<file path="config.mk">
export PLATFORM = sky130hd
export DESIGN_NAME = led_pattern_gen
export DESIGN_NICKNAME = d
export VERILOG_FILES = /design/src/rtl/led_pattern_gen.sv
export SDC_FILE = /design/constraint.sdc
export NUM_CORES = 1
export LEC_CHECK = 0
export ABC_AREA = 1
export CORE_UTILIZATION = 55
export DETAILED_ROUTE_END_ITERATION = 8
export PLACE_DENSITY_LB_ADDON = 0.12
export SKIP_CTS_REPAIR_TIMING = 1
export SYNTH_ARGS = -nofsm -noshare
export SYNTH_HDL_FRONTEND = slang
export SYNTH_SLANG_ARGS = --single-unit
</file>
<file path="constraint.sdc">
create_clock -name clock -period 5.9 [get_ports clock]
set_input_delay 1.18 -clock clock [delete_from_list [all_inputs] [get_ports clock]]
set_output_delay 1.18 -clock clock [all_outputs]
set_load 0.03 [all_outputs]
</file>
<file path="src/rtl/led_pattern_gen.sv">
// led_pattern_gen: multi-channel LED pattern generator.
// Every channel runs OFF, ON, BLINK or BURST, timed in base ticks from one shared prescaler.
// Optional feature: define LED_PATTERN_DIM_EN to add a per-channel 4-bit brightness level
// (cfg_level) that PWM-gates the pattern with a free-running 4-bit counter.
//
// Config handshake: a write transfers on a rising clock edge where cfg_valid && cfg_ready.
// The master holds cfg_valid and all cfg_* fields stable until that edge. cfg_ready is
// low only in the tick cycle, so a write and a tick update never hit a channel together.
// Writes to cfg_channel >= CHANNELS are accepted and dropped.
module led_pattern_gen #(
  parameter int CHANNELS = 4,
  parameter int TICK_DIV = 100000,
  parameter int PERIOD_W = 10,
  localparam int CH_W = (CHANNELS > 1) ? $clog2(CHANNELS) : 1
) (
  input  logic                clock,
  input  logic                resetn,
  input  logic                cfg_valid,
  output logic                cfg_ready,
  input  logic [CH_W-1:0]     cfg_channel,
  input  logic [1:0]          cfg_mode,
  input  logic [PERIOD_W-1:0] cfg_period,
  input  logic [3:0]          cfg_count,
`ifdef LED_PATTERN_DIM_EN
  input  logic [3:0]          cfg_level,
`endif
  output logic [CHANNELS-1:0] led_out,
  output logic                tick_out
);

  localparam int PRE_W = $clog2(TICK_DIV);
  // Phase counters hold up to 4*Peff ticks (the BURST gap) without overflow.
  localparam int CNT_W = PERIOD_W + 2;

  typedef enum logic [1:0] {
    MODE_OFF   = 2'd0,
    MODE_ON    = 2'd1,
    MODE_BLINK = 2'd2,
    MODE_BURST = 2'd3
  } mode_t;

  typedef enum logic [1:0] {
    B_PULSE_ON  = 2'd0,
    B_PULSE_OFF = 2'd1,
    B_GAP       = 2'd2
  } burst_t;

  logic [PRE_W-1:0]    presc_q;
  logic                tick;
  logic                wr_fire;

  // Per-channel registered state; bst_q is the BURST FSM state of each channel.
  mode_t               mode_q  [CHANNELS];
  logic [PERIOD_W-1:0] peff_q  [CHANNELS];
  logic [3:0]          count_q [CHANNELS];
  logic [CNT_W-1:0]    phase_q [CHANNELS];
  logic [3:0]          idx_q   [CHANNELS];
  burst_t              bst_q   [CHANNELS];

  // Next-state values; the LED bit is registered from these, so it tracks the new state.
  mode_t               mode_d  [CHANNELS];
  logic [PERIOD_W-1:0] peff_d  [CHANNELS];
  logic [3:0]          count_d [CHANNELS];
  logic [CNT_W-1:0]    phase_d [CHANNELS];
  logic [3:0]          idx_d   [CHANNELS];
  burst_t              bst_d   [CHANNELS];

  logic [CNT_W-1:0]    peff_ext  [CHANNELS];
  logic [CNT_W-1:0]    phase_inc [CHANNELS];
  logic [CNT_W-1:0]    half_d    [CHANNELS];
  logic [CHANNELS-1:0] pat_d;
  logic [CHANNELS-1:0] led_d;

`ifdef LED_PATTERN_DIM_EN
  logic [3:0]          level_q [CHANNELS];
  logic [3:0]          level_d [CHANNELS];
  logic [3:0]          pwm_q;
`endif

  assign tick      = (presc_q == PRE_W'(TICK_DIV - 1));
  assign tick_out  = tick;
  assign cfg_ready = ~tick;
  assign wr_fire   = cfg_valid & cfg_ready;

  // Shared prescaler: counts 0..TICK_DIV-1 and wraps.
  always_ff @(posedge clock or negedge resetn) begin
    if (!resetn) begin
      presc_q <= '0;
    end else if (tick) begin
      presc_q <= '0;
    end else begin
      presc_q <= presc_q + PRE_W'(1);
    end
  end

`ifdef LED_PATTERN_DIM_EN
  // Free-running PWM counter for brightness gating.
  always_ff @(posedge clock or negedge resetn) begin
    if (!resetn) begin
      pwm_q <= '0;
    end else begin
      pwm_q <= pwm_q + 4'd1;
    end
  end
`endif

  // Per-channel next state: tick advances the pattern, otherwise a write reloads the channel.
  always_comb begin
    for (int i = 0; i < CHANNELS; i++) begin
      mode_d[i]    = mode_q[i];
      peff_d[i]    = peff_q[i];
      count_d[i]   = count_q[i];
      phase_d[i]   = phase_q[i];
      idx_d[i]     = idx_q[i];
      bst_d[i]     = bst_q[i];
`ifdef LED_PATTERN_DIM_EN
      level_d[i]   = level_q[i];
`endif
      peff_ext[i]  = {2'b00, peff_q[i]};
      phase_inc[i] = phase_q[i] + CNT_W'(1);

      if (tick) begin
        if (mode_q[i] == MODE_BLINK) begin
          phase_d[i] = (phase_inc[i] == peff_ext[i]) ? '0 : phase_inc[i];
        end else if (mode_q[i] == MODE_BURST) begin
          if (count_q[i] == 4'd0) begin
            // No pulses requested: park in GAP with the LED dark.
            bst_d[i]   = B_GAP;
            phase_d[i] = '0;
            idx_d[i]   = '0;
          end else begin
            case (bst_q[i])
              B_PULSE_ON: begin
                if (phase_inc[i] == peff_ext[i]) begin
                  phase_d[i] = '0;
                  bst_d[i]   = B_PULSE_OFF;
                end else begin
                  phase_d[i] = phase_inc[i];
                end
              end
              B_PULSE_OFF: begin
                if (phase_inc[i] == peff_ext[i]) begin
                  phase_d[i] = '0;
                  idx_d[i]   = idx_q[i] + 4'd1;
                  bst_d[i]   = ((idx_q[i] + 4'd1) == count_q[i]) ? B_GAP : B_PULSE_ON;
                end else begin
                  phase_d[i] = phase_inc[i];
                end
              end
              default: begin
                if (phase_inc[i] == {peff_q[i], 2'b00}) begin
                  phase_d[i] = '0;
                  idx_d[i]   = '0;
                  bst_d[i]   = B_PULSE_ON;
                end else begin
                  phase_d[i] = phase_inc[i];
                end
              end
            endcase
          end
        end
      end else if (wr_fire && (int'(cfg_channel) == i)) begin
        mode_d[i]  = mode_t'(cfg_mode);
        peff_d[i]  = (cfg_period == '0) ? PERIOD_W'(1) : cfg_period;
        count_d[i] = cfg_count;
        phase_d[i] = '0;
        idx_d[i]   = '0;
        bst_d[i]   = B_PULSE_ON;
`ifdef LED_PATTERN_DIM_EN
        level_d[i] = cfg_level;
`endif
      end

      // BLINK is lit for the first ceil(Peff/2) phases of each period.
      half_d[i] = ({2'b00, peff_d[i]} + CNT_W'(1)) >> 1;
      case (mode_d[i])
        MODE_OFF:   pat_d[i] = 1'b0;
        MODE_ON:    pat_d[i] = 1'b1;
        MODE_BLINK: pat_d[i] = (phase_d[i] < half_d[i]);
        default:    pat_d[i] = (bst_d[i] == B_PULSE_ON) && (count_d[i] != 4'd0);
      endcase

`ifdef LED_PATTERN_DIM_EN
      led_d[i] = pat_d[i] && ((level_d[i] == 4'hF) || (pwm_q < level_d[i]));
`else
      led_d[i] = pat_d[i];
`endif
    end
  end

  // Channel state and LED drive registers.
  always_ff @(posedge clock or negedge resetn) begin
    if (!resetn) begin
      for (int i = 0; i < CHANNELS; i++) begin
        mode_q[i]  <= MODE_OFF;
        peff_q[i]  <= PERIOD_W'(1);
        count_q[i] <= '0;
        phase_q[i] <= '0;
        idx_q[i]   <= '0;
        bst_q[i]   <= B_PULSE_ON;
`ifdef LED_PATTERN_DIM_EN
        level_q[i] <= 4'hF;
`endif
      end
      led_out <= '0;
    end else begin
      for (int i = 0; i < CHANNELS; i++) begin
        mode_q[i]  <= mode_d[i];
        peff_q[i]  <= peff_d[i];
        count_q[i] <= count_d[i];
        phase_q[i] <= phase_d[i];
        idx_q[i]   <= idx_d[i];
        bst_q[i]   <= bst_d[i];
`ifdef LED_PATTERN_DIM_EN
        level_q[i] <= level_d[i];
`endif
      end
      led_out <= led_d;
    end
  end

endmodule

</file>
==> images/m1.png <==
Supply wires on this layer in grey.
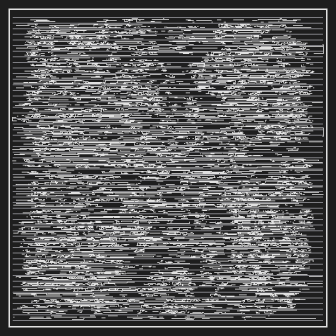
share of all routed wire: 45%
main direction: horizontal
longest straight run: 45.5 microns
nets with wire on the layer: 1878
wire length on this layer: 17700 microns
vias: 12831
GR Util met1: 0.475

==> images/m2.png <==
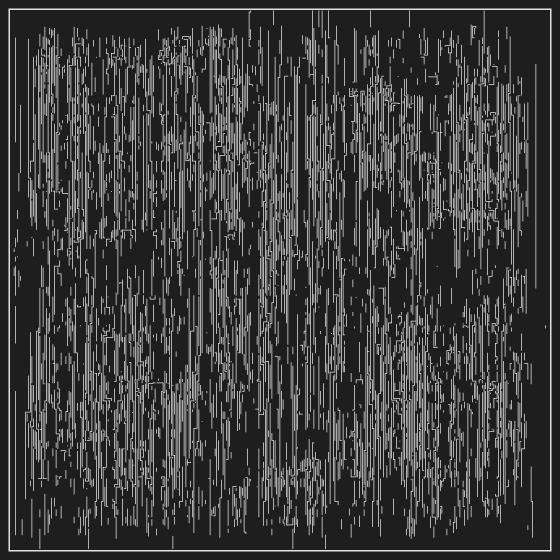
wire length on this layer: 17400 microns
nets with wire on the layer: 1577
main direction: vertical
longest straight run: 68.7 microns

==> results.json <==
{
  "status": "completed",
  "drt_iter0_drc": 1054,
  "hp-start": "presc_q[0]",
  "p_clk_mw": 1.17,
  "cts.clk_slew.worst_paths_ps": 70,
  "root_buffer": "clkbuf_16",
  "crit_chain": "ha_1 > nand2_1 > nor2_1 > inv_1 > nor2_2 > nand3_2 > inv_1 > clkdlybuf4s50_1",
  "r2r-end": "led_out[0]",
  "met1_length_microns": 17700,
  "grtUsageMet2": 0.532,
  "fp-utilization": 0.570,
  "slowest_delay_ps": 920,
  "synth_xor_xnor_area_share": 0.0459,
  "ant_nets": 0,
  "buf_share": 0.0245,
  "inv_count": 269,
  "die_area_sq_um": 23500,
  "rrSetupSlack_ps": 1430,
  "syn-num-nets": 1960,
  "critical-path-slowest-cell": "inv_1",
  "setup_viol_count_final": 0,
  "place.gp.congestion": 1.00,
  "largestClassByArea": "multi-input combinational cells",
  "endpoint_kind": "output pin",
  "track_usage": 0.339,
  "drc_errors": 0,
  "ys_ff": 157,
  "cap_violations": 0,
  "yosys_most_used_dff": "dfrtp_1",
  "cts_max_level": 4
}
==> images/m3.png <==
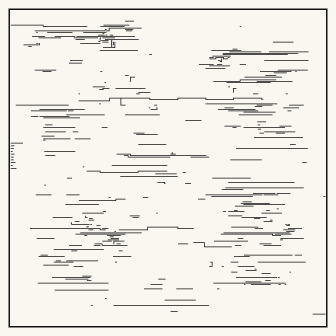
wire length on this layer: 2740 microns
share of all routed wire: 7.0%
main direction: horizontal
longest straight run: 46.0 microns
nets with wire on the layer: 215
WL final: 38900 microns
met3 Usage GRT: 0.0485

